===== config.mk =====
export PLATFORM = sky130hd
export DESIGN_NAME = program_loader
export DESIGN_NICKNAME = d
export VERILOG_FILES = /design/src/rtl/program_loader.sv
export SDC_FILE = /design/constraint.sdc
export NUM_CORES = 1
export LEC_CHECK = 0
export CELL_PAD_IN_SITES_DETAIL_PLACEMENT = 1
export CELL_PAD_IN_SITES_GLOBAL_PLACEMENT = 1
export CORE_ASPECT_RATIO = 2
export CORE_MARGIN = 2
export CORE_UTILIZATION = 40
export CTS_BUF_LIST = sky130_fd_sc_hd__clkbuf_16
export DETAILED_ROUTE_END_ITERATION = 12
export PLACE_DENSITY_LB_ADDON = 0.1
export SLEW_MARGIN = 10
export SYNTH_ARGS = -nofsm -noshare
export SYNTH_HDL_FRONTEND = slang
export SYNTH_SLANG_ARGS = --single-unit

===== constraint.sdc =====
create_clock -name clk -period 1.91 [get_ports clk]
set_input_delay 0.4775 -clock clk [delete_from_list [all_inputs] [get_ports clk]]
set_output_delay 0.4775 -clock clk [all_outputs]
set_load 0.005 [all_outputs]

===== src/rtl/program_loader.sv =====
`default_nettype none
// ============================================================================
// Module      : program_loader
// Description : Bus master that receives a framed byte stream
//               (sync, 16-bit word count, data words, XOR checksum) and
//               writes the words into tiny16 memory through the shared bus,
//               holding the CPU in reset while an image is being loaded.
// Revision    : 1.0 - initial release
// ============================================================================
module program_loader #(
    parameter logic [15:0] ADDR_START = 16'h0000,
    parameter logic [7:0]  SYNC_BYTE  = 8'hA5
) (
    input  logic        clk,
    input  logic        rst_n,
    input  logic [7:0]  i_rx_data,
    input  logic        i_rx_valid,
    output logic        o_rx_ready,
    output logic [15:0] o_bus_out,
    output logic        o_bus_out_en,
    output logic        o_mem_addr_en,
    output logic        o_mem_in_en,
    output logic        o_cpu_hold,
    output logic        o_busy,
    output logic        o_done,
    output logic        o_err,
    output logic [15:0] o_words_loaded
);

    typedef enum logic [2:0] {
        S_SYNC    = 3'd0,
        S_LEN_HI  = 3'd1,
        S_LEN_LO  = 3'd2,
        S_DATA_HI = 3'd3,
        S_DATA_LO = 3'd4,
        S_WR_ADDR = 3'd5,
        S_WR_DATA = 3'd6,
        S_CHECK   = 3'd7
    } state_t;

    state_t      r_state;
    logic [15:0] r_count;
    logic [15:0] r_word;
    logic [15:0] r_addr;
    logic [7:0]  r_csum;
    logic [15:0] r_words_loaded;
    logic        r_cpu_hold;
    logic        r_done;
    logic        r_err;

    logic [15:0] r_bus_out;
    logic        r_bus_out_en;
    logic        r_mem_addr_en;
    logic        r_mem_in_en;

    logic        w_accept;
    logic [7:0]  w_csum_next;
    logic [15:0] w_len_full;
    logic [15:0] w_count_dec;

    // The two bus-write states never take a byte; reset also blocks intake.
    assign o_rx_ready  = rst_n && (r_state != S_WR_ADDR) && (r_state != S_WR_DATA);
    assign w_accept    = i_rx_valid && o_rx_ready;
    assign w_csum_next = r_csum ^ i_rx_data;
    assign w_len_full  = {r_count[15:8], i_rx_data};
    assign w_count_dec = r_count - 16'd1;

    // Frame parser / write sequencer; state, counters and status flags.
    always_ff @(posedge clk or negedge rst_n) begin
        if (!rst_n) begin
            r_state        <= S_SYNC;
            r_count        <= 16'd0;
            r_word         <= 16'd0;
            r_addr         <= ADDR_START;
            r_csum         <= 8'd0;
            r_words_loaded <= 16'd0;
            r_cpu_hold     <= 1'b1;
            r_done         <= 1'b0;
            r_err          <= 1'b0;
        end else begin
            case (r_state)
                S_SYNC: begin
                    // Non-sync bytes are consumed and dropped.
                    if (w_accept && (i_rx_data == SYNC_BYTE)) begin
                        r_state        <= S_LEN_HI;
                        r_csum         <= 8'd0;
                        r_words_loaded <= 16'd0;
                        r_addr         <= ADDR_START;
                        r_cpu_hold     <= 1'b1;
                        r_done         <= 1'b0;
                        r_err          <= 1'b0;
                    end
                end
                S_LEN_HI: begin
                    if (w_accept) begin
                        r_count[15:8] <= i_rx_data;
                        r_csum        <= w_csum_next;
                        r_state       <= S_LEN_LO;
                    end
                end
                S_LEN_LO: begin
                    if (w_accept) begin
                        r_count[7:0] <= i_rx_data;
                        r_csum       <= w_csum_next;
                        r_state      <= (w_len_full == 16'd0) ? S_CHECK : S_DATA_HI;
                    end
                end
                S_DATA_HI: begin
                    if (w_accept) begin
                        r_word[15:8] <= i_rx_data;
                        r_csum       <= w_csum_next;
                        r_state      <= S_DATA_LO;
                    end
                end
                S_DATA_LO: begin
                    if (w_accept) begin
                        r_word[7:0] <= i_rx_data;
                        r_csum      <= w_csum_next;
                        r_state     <= S_WR_ADDR;
                    end
                end
                S_WR_ADDR: begin
                    r_state <= S_WR_DATA;
                end
                S_WR_DATA: begin
                    // Address wraps naturally at 16 bits.
                    r_addr         <= r_addr + 16'd1;
                    r_words_loaded <= r_words_loaded + 16'd1;
                    r_count        <= w_count_dec;
                    r_state        <= (w_count_dec == 16'd0) ? S_CHECK : S_DATA_HI;
                end
                S_CHECK: begin
                    if (w_accept) begin
                        if (i_rx_data == r_csum) begin
                            r_done     <= 1'b1;
                            r_cpu_hold <= 1'b0;
                        end else begin
                            r_err <= 1'b1;
                        end
                        r_state <= S_SYNC;
                    end
                end
                default: r_state <= S_SYNC;
            endcase
        end
    end

    // Bus drive on the falling edge so values are settled for the memory's rising edge.
    always_ff @(negedge clk or negedge rst_n) begin
        if (!rst_n) begin
            r_bus_out     <= 16'd0;
            r_bus_out_en  <= 1'b0;
            r_mem_addr_en <= 1'b0;
            r_mem_in_en   <= 1'b0;
        end else begin
            r_bus_out     <= 16'd0;
            r_bus_out_en  <= 1'b0;
            r_mem_addr_en <= 1'b0;
            r_mem_in_en   <= 1'b0;
            if (r_state == S_WR_ADDR) begin
                r_bus_out     <= r_addr;
                r_bus_out_en  <= 1'b1;
                r_mem_addr_en <= 1'b1;
            end else if (r_state == S_WR_DATA) begin
                r_bus_out    <= r_word;
                r_bus_out_en <= 1'b1;
                r_mem_in_en  <= 1'b1;
            end
        end
    end

    assign o_bus_out      = r_bus_out;
    assign o_bus_out_en   = r_bus_out_en;
    assign o_mem_addr_en  = r_mem_addr_en;
    assign o_mem_in_en    = r_mem_in_en;
    assign o_cpu_hold     = r_cpu_hold;
    assign o_busy         = (r_state != S_SYNC);
    assign o_done         = r_done;
    assign o_err          = r_err;
    assign o_words_loaded = r_words_loaded;

endmodule
`default_nettype wire


==> CHANGELOG.md, run 1 <==
### Metrics

* Initial antenna violation count at 0
* Die area at 13,600 sq um
* Pin count of the biggest net entering global routing at 54
* Number of vias per cell at 5.94
* Most instantiated logic cells after routing: buf_4 (87), dfrtp_1 (72), nand2_1 (39)
* Drt initial violations at 259
* Slew Viols, Final at 0
* Cts hold-fix bufs at 0
* Cell variety after synth at 68
* Synth mux share at 4.16%
* Clock tree root buffer cell: clkbuf_16
* Core Util, Final at 59.3%
* Cell internal pwr at 0.00611 W
* Dominant flop cell: dfrtp_1
* FF-to-FF path depth at 5
* Cell area leaders: dfrtp_1 (38%), dfrtn_1 (9.4%), o21ai_0 (5.4%)
* Status: finished with violations
* Complex Gates by Area at 18.7%
* Tap cell count at 150
* DRC viols at 0
* Crit end category: output pin
* Die W at 83.5 microns
* Max-cap viol count at 0
* NonClk Buf Share at 22.9%
* Worst EP required at 1.43 ns
* R2R Setup Slk at -0.39 ns
* Via Count at 4,859
* First-pass GRT wire length at 28,300 microns
* WHS at 0.104 ns
* Crit Path Class: reg -> out
* Crit path max-delay family: flip-flops
* Die height at 163 microns
* Sw Share at 39.2%
* Final clock skew at 0.00823 ns
* M1 wire length at 6780 microns
* Crit path cell chain: buf_2
* Port bufs at 50
* Critical Path Start: o_bus_out[11]$_DFF_NN0_
* Syn_nets at 520
* Worst-path maximum fanout at 1
* Final setup margin at -0.406 ns
* Top non-seq family: simple AND/OR/NAND/NOR gates
* WP buf/inv at 1
* Non-filler cells, final at 818
* Htree depth at 3
* Vias in the first global route at 5,191
* Seq area share at 32.9%
* Max power group: combinational logic
* Critical path's largest stage delay at 0.40 ns
* Num ports at 51
* Clock power share at 18.8%
* Final setup fails at 54
* Failing checks: setup timing
* Detail Placement HPWL at 10,900 microns
* Dpl cells at 752
* VDD IR max at 0.872 mV
* Highest metal used: met4
* Clock buffer depth at 2
* Logic area at 2740 sq um
* Comb pwr share at 46.8%
* Latency at later pin at 0.35 ns
* Critical R2R Capture: o_bus_out[7]$_DFF_NN0_
* Gr ovfl total at 0
-- run 1: synthesized netlist by cell type (all sizes together) (8+ instances only) --
library cell  number
a22o              17
clkbuf             9
inv               10
nand2b             9
nand3             35
nand2             42
a21oi             19
mux2              16
nor2              38
xnor2              8
nor3              13
buf               23
nand4             13
o21ai             70
dfrtn             19
dfrtp             77
-- run 1: sequential cells by signal, summed over array words and instances (netlist names) --
name / cells
o_bus_out: 16
o_words_loaded: 16
r_addr: 16
r_word: 16
r_state: 3
o_bus_out_en: 1
o_err: 1
o_mem_in_en: 1
r_csum: 8
o_mem_addr_en: 1
o_cpu_hold: 1
r_count: 16
o_done: 1
-- run 1: what timing repair did --
item	CTS	global route
pin swaps	41	29
setup endpoints to repair	85	117
cloned	5	2
resized	173	77
buffers inserted	32	22
==> run_1/placement_by_type.png <==
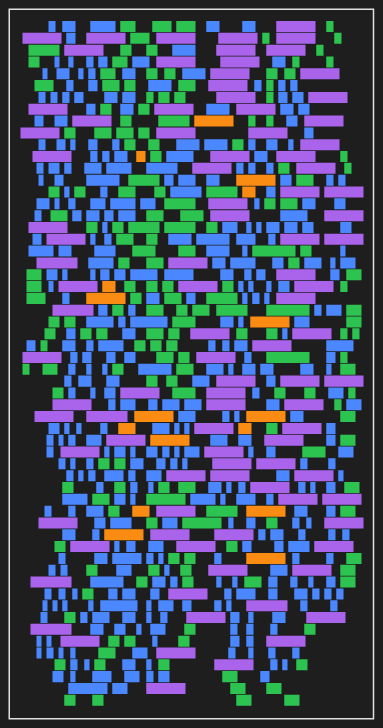
colour	class	cells
purple	sequential cells	97
blue	combinational and other logic	378
green	remaining buffers and delay cells	177
orange	clock drivers and dummy loads	16

==> run_1/cell_density.png <==
The bar under the picture is 20 microns long. The die is cut into 8 by 16 equal tiles; dark blue is low, red is high, 0 to 100% covered.
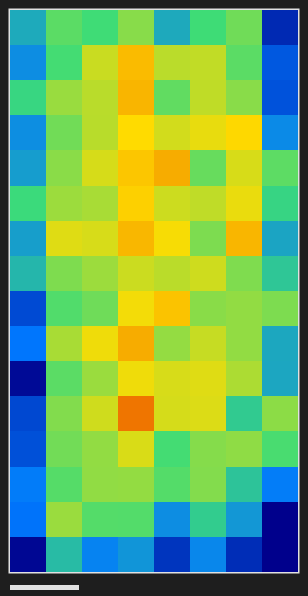
fullest tile	87%
tiles over 75% full	9.4%
nearly empty tiles	2.3%
mean over tiles	53%

==> run_1/congestion.png <==
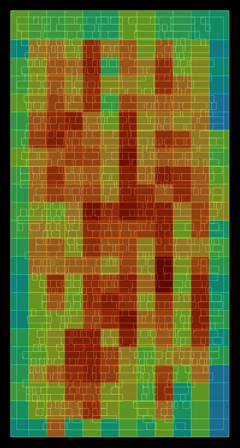
Total Routing Usage GR: 26.9%
Global Route met3 Usage: 4.21%
met1 GRT Util: 27.6%
drt wl/cell: 23.5 microns
gr busiest metal: met2

==> run 2, diff against run 1 <==
--- a/config.mk
+++ b/config.mk
@@ -12,7 +12,7 @@
 export CORE_UTILIZATION = 40
 export CTS_BUF_LIST = sky130_fd_sc_hd__clkbuf_16
 export DETAILED_ROUTE_END_ITERATION = 12
-export PLACE_DENSITY_LB_ADDON = 0.1
+export PLACE_DENSITY_LB_ADDON = 0.08
 export SLEW_MARGIN = 10
 export SYNTH_ARGS = -nofsm -noshare
 export SYNTH_HDL_FRONTEND = slang
==> CHANGELOG.md, run 2 <==
### Metrics

* Via Count at 4,850 (was 4,859)
* FF-to-FF path depth at 5 (unchanged)
* Syn-to-layout area delta at 47.5% (was 46.6%)
* Post-CTS Setup Bufs at 35 (was 32)
* Dominant flop cell: dfrtp_1 (unchanged)
* Top non-seq family: simple AND/OR/NAND/NOR gates (unchanged)
* Cell variety after synth at 68 (unchanged)
* Yosys Chip Area at 5050 sq um (unchanged)
* Comb pwr share at 47.6% (was 46.8%)
* Most instantiated logic cells after routing: buf_4 (93), dfrtp_1 (73), nand2_1 (37) (was buf_4 (87), dfrtp_1 (72), nand2_1 (39))
* Final setup fails at 102 (was 54)
* Gr ovfl total at 0 (unchanged)
* RSZ-0062 raised after global routing: true (unchanged)
* DRC viols at 0 (unchanged)
* Final setup margin at -0.408 ns (was -0.406 ns)
* Crit path max-delay family: flip-flops (unchanged)
* EDFF count, synth at 0 (unchanged)
* Num ports at 51 (unchanged)
* Sequential share of the synthesized area at 48.1% (unchanged)
* Port bufs at 50 (unchanged)
* Final clock skew at 0.0124 ns (was 0.00823 ns)
* Crit path DAT at 1.57 ns (was 1.84 ns)
* M1 wire length at 6850 microns (was 6780 microns)
* Clock power share at 19.0% (was 18.8%)
* Initial antenna violation count at 0 (unchanged)
* Final Hold Fails at 0 (unchanged)
* Number of vias per cell at 5.89 (was 5.94)
* Latency at later pin at 0.36 ns (was 0.35 ns)
* Critical path's largest stage delay at 0.40 ns (about the same)
* Leak Pwr at 3.31 nW (about the same)
* Cell internal pwr at 0.00623 W (was 0.00611 W)
* Gr busiest metal: met2 (unchanged)
* Total Routing Usage GR at 27.6% (was 26.9%)
* Peak Freq at 0.434 GHz
* Htree depth at 3 (unchanged)
* Gpl congestion at 0.842 (was 0.836)
* Highest metal used: met4 (unchanged)
* Crit Path Class: reg -> reg (was reg -> out)
* R2R Setup Slk at -0.41 ns (was -0.39 ns)
* Vias in the first global route at 5,329 (was 5,191)
* Clock tree root buffer cell: clkbuf_16 (unchanged)
* Sw Share at 39.3% (was 39.2%)
* Cts hold-fix bufs at 0 (unchanged)
* Status: finished with violations (unchanged)
* Mapped Cells at 505 (unchanged)
* Synth Cell Area at 5050 sq um (unchanged)
* First-pass GRT wire length at 29,100 microns (was 28,300 microns)
* WHS at 0.0917 ns (was 0.104 ns)
* Failing checks: setup timing (unchanged)
* Drt initial violations at 236 (was 259)
* Die area at 13,600 sq um (unchanged)
* Critical Path Start: r_state[0]$_DFFE_PN0P_ (was o_bus_out[11]$_DFF_NN0_)
* Slew Viols, Final at 0 (unchanged)
* Clock buffer depth at 2 (unchanged)
* Combinational power at 0.00487 W (was 0.00471 W)
* Total CTS buffers at 9 (unchanged)
* Synth mux share at 4.16% (unchanged)
* Worst EP required at 1.16 ns (was 1.43 ns)
* Dpl cells at 758 (was 752)
* WP buf/inv at 3 (was 1)
* Die W at 83.5 microns (unchanged)
* Crit path cell chain: buf_6 -> nor3b_4 -> buf_6 -> buf_4 -> a22o_4 (was buf_2)
* Syn_nets at 520 (unchanged)
* Cell area leaders: dfrtp_1 (38%), dfrtn_1 (9.4%), o21ai_0 (5.4%) (unchanged)
* Complex Gates by Area at 18.7% (unchanged)
* Post_cts resized at 205 (was 173)
* Pin count of the biggest net entering global routing at 56 (was 54)
* Met3 WL at 429 microns (was 553 microns)
* Non-filler cells, final at 824 (was 818)
* Die height at 163 microns (unchanged)
* Commonest cells in the netlist: dfrtp_1 (77), o21ai_0 (55), nand2_1 (42) (unchanged)
* Max-cap viol count at 0 (unchanged)
* PnR Total Power at 0.0103 W (was 0.0100 W)
* Cell type with the largest total area: dfrtp_1 (unchanged)
* VDD IR max at 0.763 mV (was 0.872 mV)
* Fin crit period at 2.32 ns
* Slowest cell on crit path: dfrtp_1 (was dfrtn_1)
* Tcrit/Tclk final at 121%
* Setup Slack @ Placement at -0.704 ns (was -0.592 ns)
* Detail Placement HPWL at 11,100 microns (was 10,900 microns)
* Share of cells above drive strength 1 at 42.0% (was 39.5%)
* Diodes inserted at 0 (unchanged)
* Crit end category: flip-flop (was output pin)
* Critical R2R Capture: o_bus_out[6]$_DFF_NN0_ (was o_bus_out[7]$_DFF_NN0_)
* Worst-path maximum fanout at 4 (was 1)
* CTS tree: yes (unchanged)
* Max power group: combinational logic (unchanged)
* Count leader, synth: dfrtp_1 (unchanged)
* Core Util, Final at 59.7% (was 59.3%)
run 2: cell count changes in the layout (fill, tap and decap cells not counted), moves of 4 or more:
| cell | previous run | this run |
|---|---|---|
| buf_6 | 22 | 31 |
| nand3_1 | 25 | 20 |
| buf_8 | 5 | 1 |
| dlygate4sd2_1 | 0 | 5 |
| o21ai_0 | 28 | 13 |
| dlymetal6s2s_1 | 5 | 0 |
| nand3_2 | 7 | 12 |
| buf_4 | 87 | 93 |
| a21oi_1 | 16 | 12 |
| o21ai_2 | 15 | 24 |
run 2: final cells by class:
class	instances	area, sq um
Multi-Input combinational cell	368	2830
Clock buffer	10	250
Timing Repair Buffer	183	1640
Fill cell	1342	5030
Tap cell	150	188
Clock inverter	6	67.6
Inverter	10	40.0
Sequential cell	97	2430
==> run_2/sizes.png <==
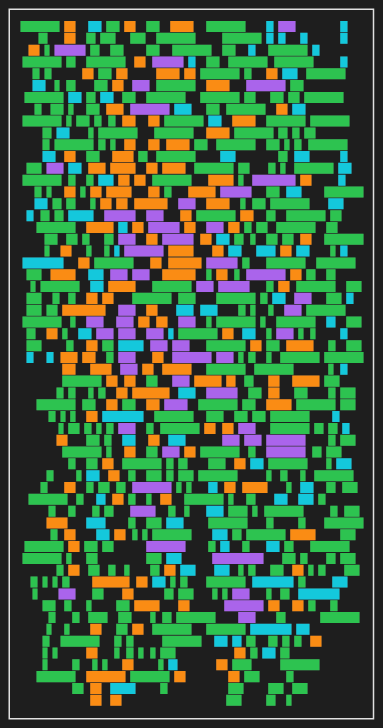
colour	size	cells
green	_0 and _1 cells	391
purple	_6 and larger	57
cyan	_2 cells	90
orange	_3 and _4 cells	136

==> run_2/congestion.png <==
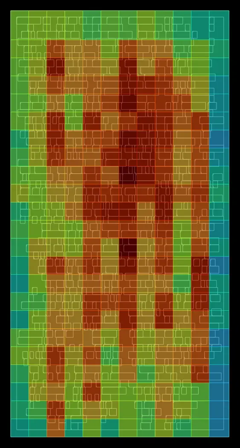
met1 GRT Util: 29.0%
Global Route met3 Usage: 3.50%
drt wl/cell: 23.1 microns

==> run 3, diff against run 2 <==
--- a/config.mk
+++ b/config.mk
@@ -5,6 +5,7 @@
 export SDC_FILE = /design/constraint.sdc
 export NUM_CORES = 1
 export LEC_CHECK = 0
+export CAP_MARGIN = 30
 export CELL_PAD_IN_SITES_DETAIL_PLACEMENT = 1
 export CELL_PAD_IN_SITES_GLOBAL_PLACEMENT = 1
 export CORE_ASPECT_RATIO = 2
==> CHANGELOG.md, run 3 <==
### Metrics

* Latency at later pin at 0.36 ns (about the same)
* Leak Pwr at 3.31 nW (unchanged)
* Failing checks: setup timing (unchanged)
* VDD IR max at 0.763 mV (unchanged)
* DRC viols at 0 (unchanged)
* Crit end category: flip-flop (unchanged)
* EDFF count, synth at 0 (unchanged)
* Yosys Chip Area at 5050 sq um (unchanged)
* Crit path DAT at 1.57 ns (about the same)
* Total Routing Usage GR at 27.6% (unchanged)
* Cell type with the largest total area: dfrtp_1 (unchanged)
* Yosys reg bits at 97 (unchanged)
* Htree depth at 3 (unchanged)
* Number of sequential cells at 97 (unchanged)
* Fin crit period at 2.32 ns (unchanged)
* FF-to-FF path depth at 5 (unchanged)
* Dpl cells at 758 (unchanged)
* Number of vias per cell at 5.89 (unchanged)
* Cts hold-fix bufs at 0 (unchanged)
* Drt initial violations at 236 (unchanged)
* CTS tree: yes (unchanged)
* RSZ-0062 raised after global routing: true (unchanged)
* M1 wire length at 6850 microns (unchanged)
* Bufs w/o clock at 183 (unchanged)
* Most instantiated logic cells after routing: buf_4 (93), dfrtp_1 (73), nand2_1 (37) (unchanged)
* Total CTS buffers at 9 (unchanged)
* Crit Path Class: reg -> reg (unchanged)
* Clock tree root buffer cell: clkbuf_16 (unchanged)
* Sequential share of the synthesized area at 48.1% (unchanged)
* FF/Latch Area at 2430 sq um (unchanged)
* PnR Total Power at 0.0103 W (unchanged)
* Met1 GRT Util at 29.0% (unchanged)
* WHS at 0.0917 ns (unchanged)
* Clock buffer depth at 2 (unchanged)
* Top non-seq family: simple AND/OR/NAND/NOR gates (unchanged)
* Status: finished with violations (unchanged)
* Inverter count at 10 (unchanged)
* Gpl congestion at 0.842 (unchanged)
* Vias in the first global route at 5,329 (unchanged)
* Complex Gates by Area at 18.7% (unchanged)
* Tcrit/Tclk final at 121% (unchanged)
* Die height at 163 microns (unchanged)
* Max-cap viol count at 0 (unchanged)
* Logic area at 2830 sq um (unchanged)
* Final setup margin at -0.408 ns (unchanged)
* Count leader, synth: dfrtp_1 (unchanged)
* Fillers at 1,342 (unchanged)
* Dominant flop cell: dfrtp_1 (unchanged)
* Diodes inserted at 0 (unchanged)
* Seq area share at 32.7% (unchanged)
* R2R Setup Slk at -0.41 ns (about the same)
* First-pass GRT wire length at 29,100 microns (unchanged)
* Syn-to-layout area delta at 47.5% (unchanged)
* MI comb cells at 368 (unchanged)
* Cell area leaders: dfrtp_1 (38%), dfrtn_1 (9.4%), o21ai_0 (5.4%) (unchanged)
* Gr busiest metal: met2 (unchanged)
* Peak Freq at 0.434 GHz (unchanged)
* Via Count at 4,850 (unchanged)
* Setup Slack @ Placement at -0.704 ns (unchanged)
* Global Route met3 Usage at 3.50% (unchanged)
* Simple-Gate Area Share at 21.4% (unchanged)
* Non-filler cells, final at 824 (unchanged)
* Worst EP required at 1.16 ns (about the same)
* Pin count of the biggest net entering global routing at 56 (unchanged)
* Final clock skew at 0.0124 ns (unchanged)
* Top cell category: logic gates (unchanged)
* Avg Cell Area, Syn at 10.0 sq um (unchanged)
* Gr ovfl total at 0 (unchanged)
* Share of cells above drive strength 1 at 42.0% (unchanged)
* CLK BUF at 10 (unchanged)
* Area leader share at 38.1% (unchanged)
* Drt wl/cell at 23.1 microns (unchanged)
* Initial antenna violation count at 0 (unchanged)
* Synth Cell Area at 5050 sq um (unchanged)
* Highest metal used: met4 (unchanged)
* Layout clock area frac at 4.26% (unchanged)
* Num ports at 51 (unchanged)
* Final Hold Fails at 0 (unchanged)
* Detail Placement HPWL at 11,100 microns (unchanged)
* NonClk Buf Share at 22.0% (unchanged)
* Mapped Cells at 505 (unchanged)
* Syn_nets at 520 (unchanged)
* Port bufs at 50 (unchanged)
* Critical R2R Capture: o_bus_out[6]$_DFF_NN0_ (unchanged)
* Slew Viols, Final at 0 (unchanged)
* Cell variety after synth at 68 (unchanged)
* Tap cell count at 150 (unchanged)
* Worst-path maximum fanout at 4 (unchanged)
* Critical Path Start: r_state[0]$_DFFE_PN0P_ (unchanged)
* Comb/total area at 38.0% (unchanged)
* Commonest cells in the netlist: dfrtp_1 (77), o21ai_0 (55), nand2_1 (42) (unchanged)
* Synth mux share at 4.16% (unchanged)
* Final setup fails at 102 (unchanged)
* Die area at 13,600 sq um (unchanged)
* Setup TNS at -26.70 ns (unchanged)
==> run 3: what timing repair did <==
item,CTS,global route
gates cloned,6,0
resized,205,68
endpoints found under the setup margin,99,112
pin swaps,57,21
setup buffers,35,16
==> run 3: worst max-delay path: stages (launching register included) <==
cell	delay, ns
dfrtp_1	0.40
buf_6	0.13
nor3b_4	0.14
buf_6	0.13
buf_4	0.13
a22o_4	0.27
==> run 3: where the power goes <==
group | internal (W) | total (W) | switching, W
Sequential | 0.00272 | 0.00343 | 0.000716
Combinational | 0.00250 | 0.00487 | 0.00237
Clock | 0.00101 | 0.00194 | 0.000934
Total | 0.00623 | 0.0102 | 0.00402
==> run_3/sizes.png <==
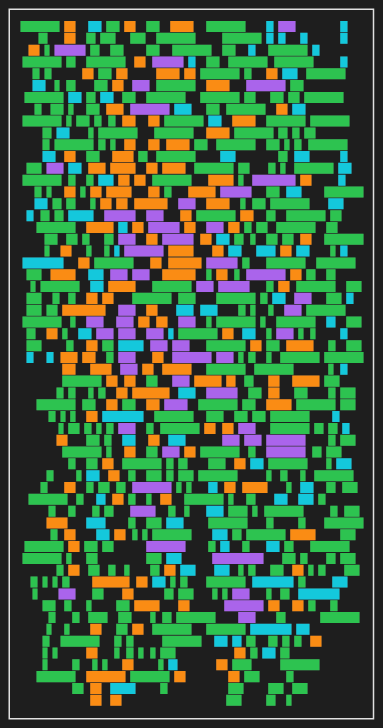
colour	size	cells
green	_0 and _1 cells	391
purple	_6 and larger	57
orange	_3 and _4 cells	136
cyan	_2 cells	90

==> run_3/cell_density.png <==
The bar under the picture is 20 microns long. The die is cut into 8 by 16 equal tiles; dark blue is low, red is high, 0 to 100% covered.
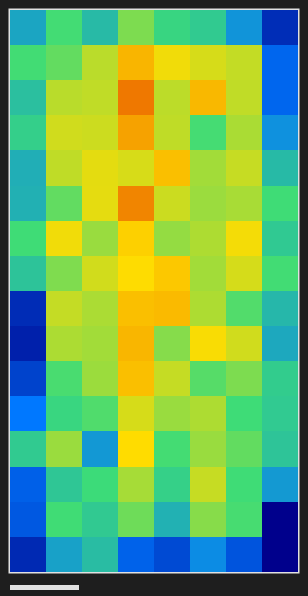
core footprint: 12,500 sq um
Core Util, Final: 59.7%
Initial Utilization: 40.5%

Power is estimated from default activity; no workload was simulated.
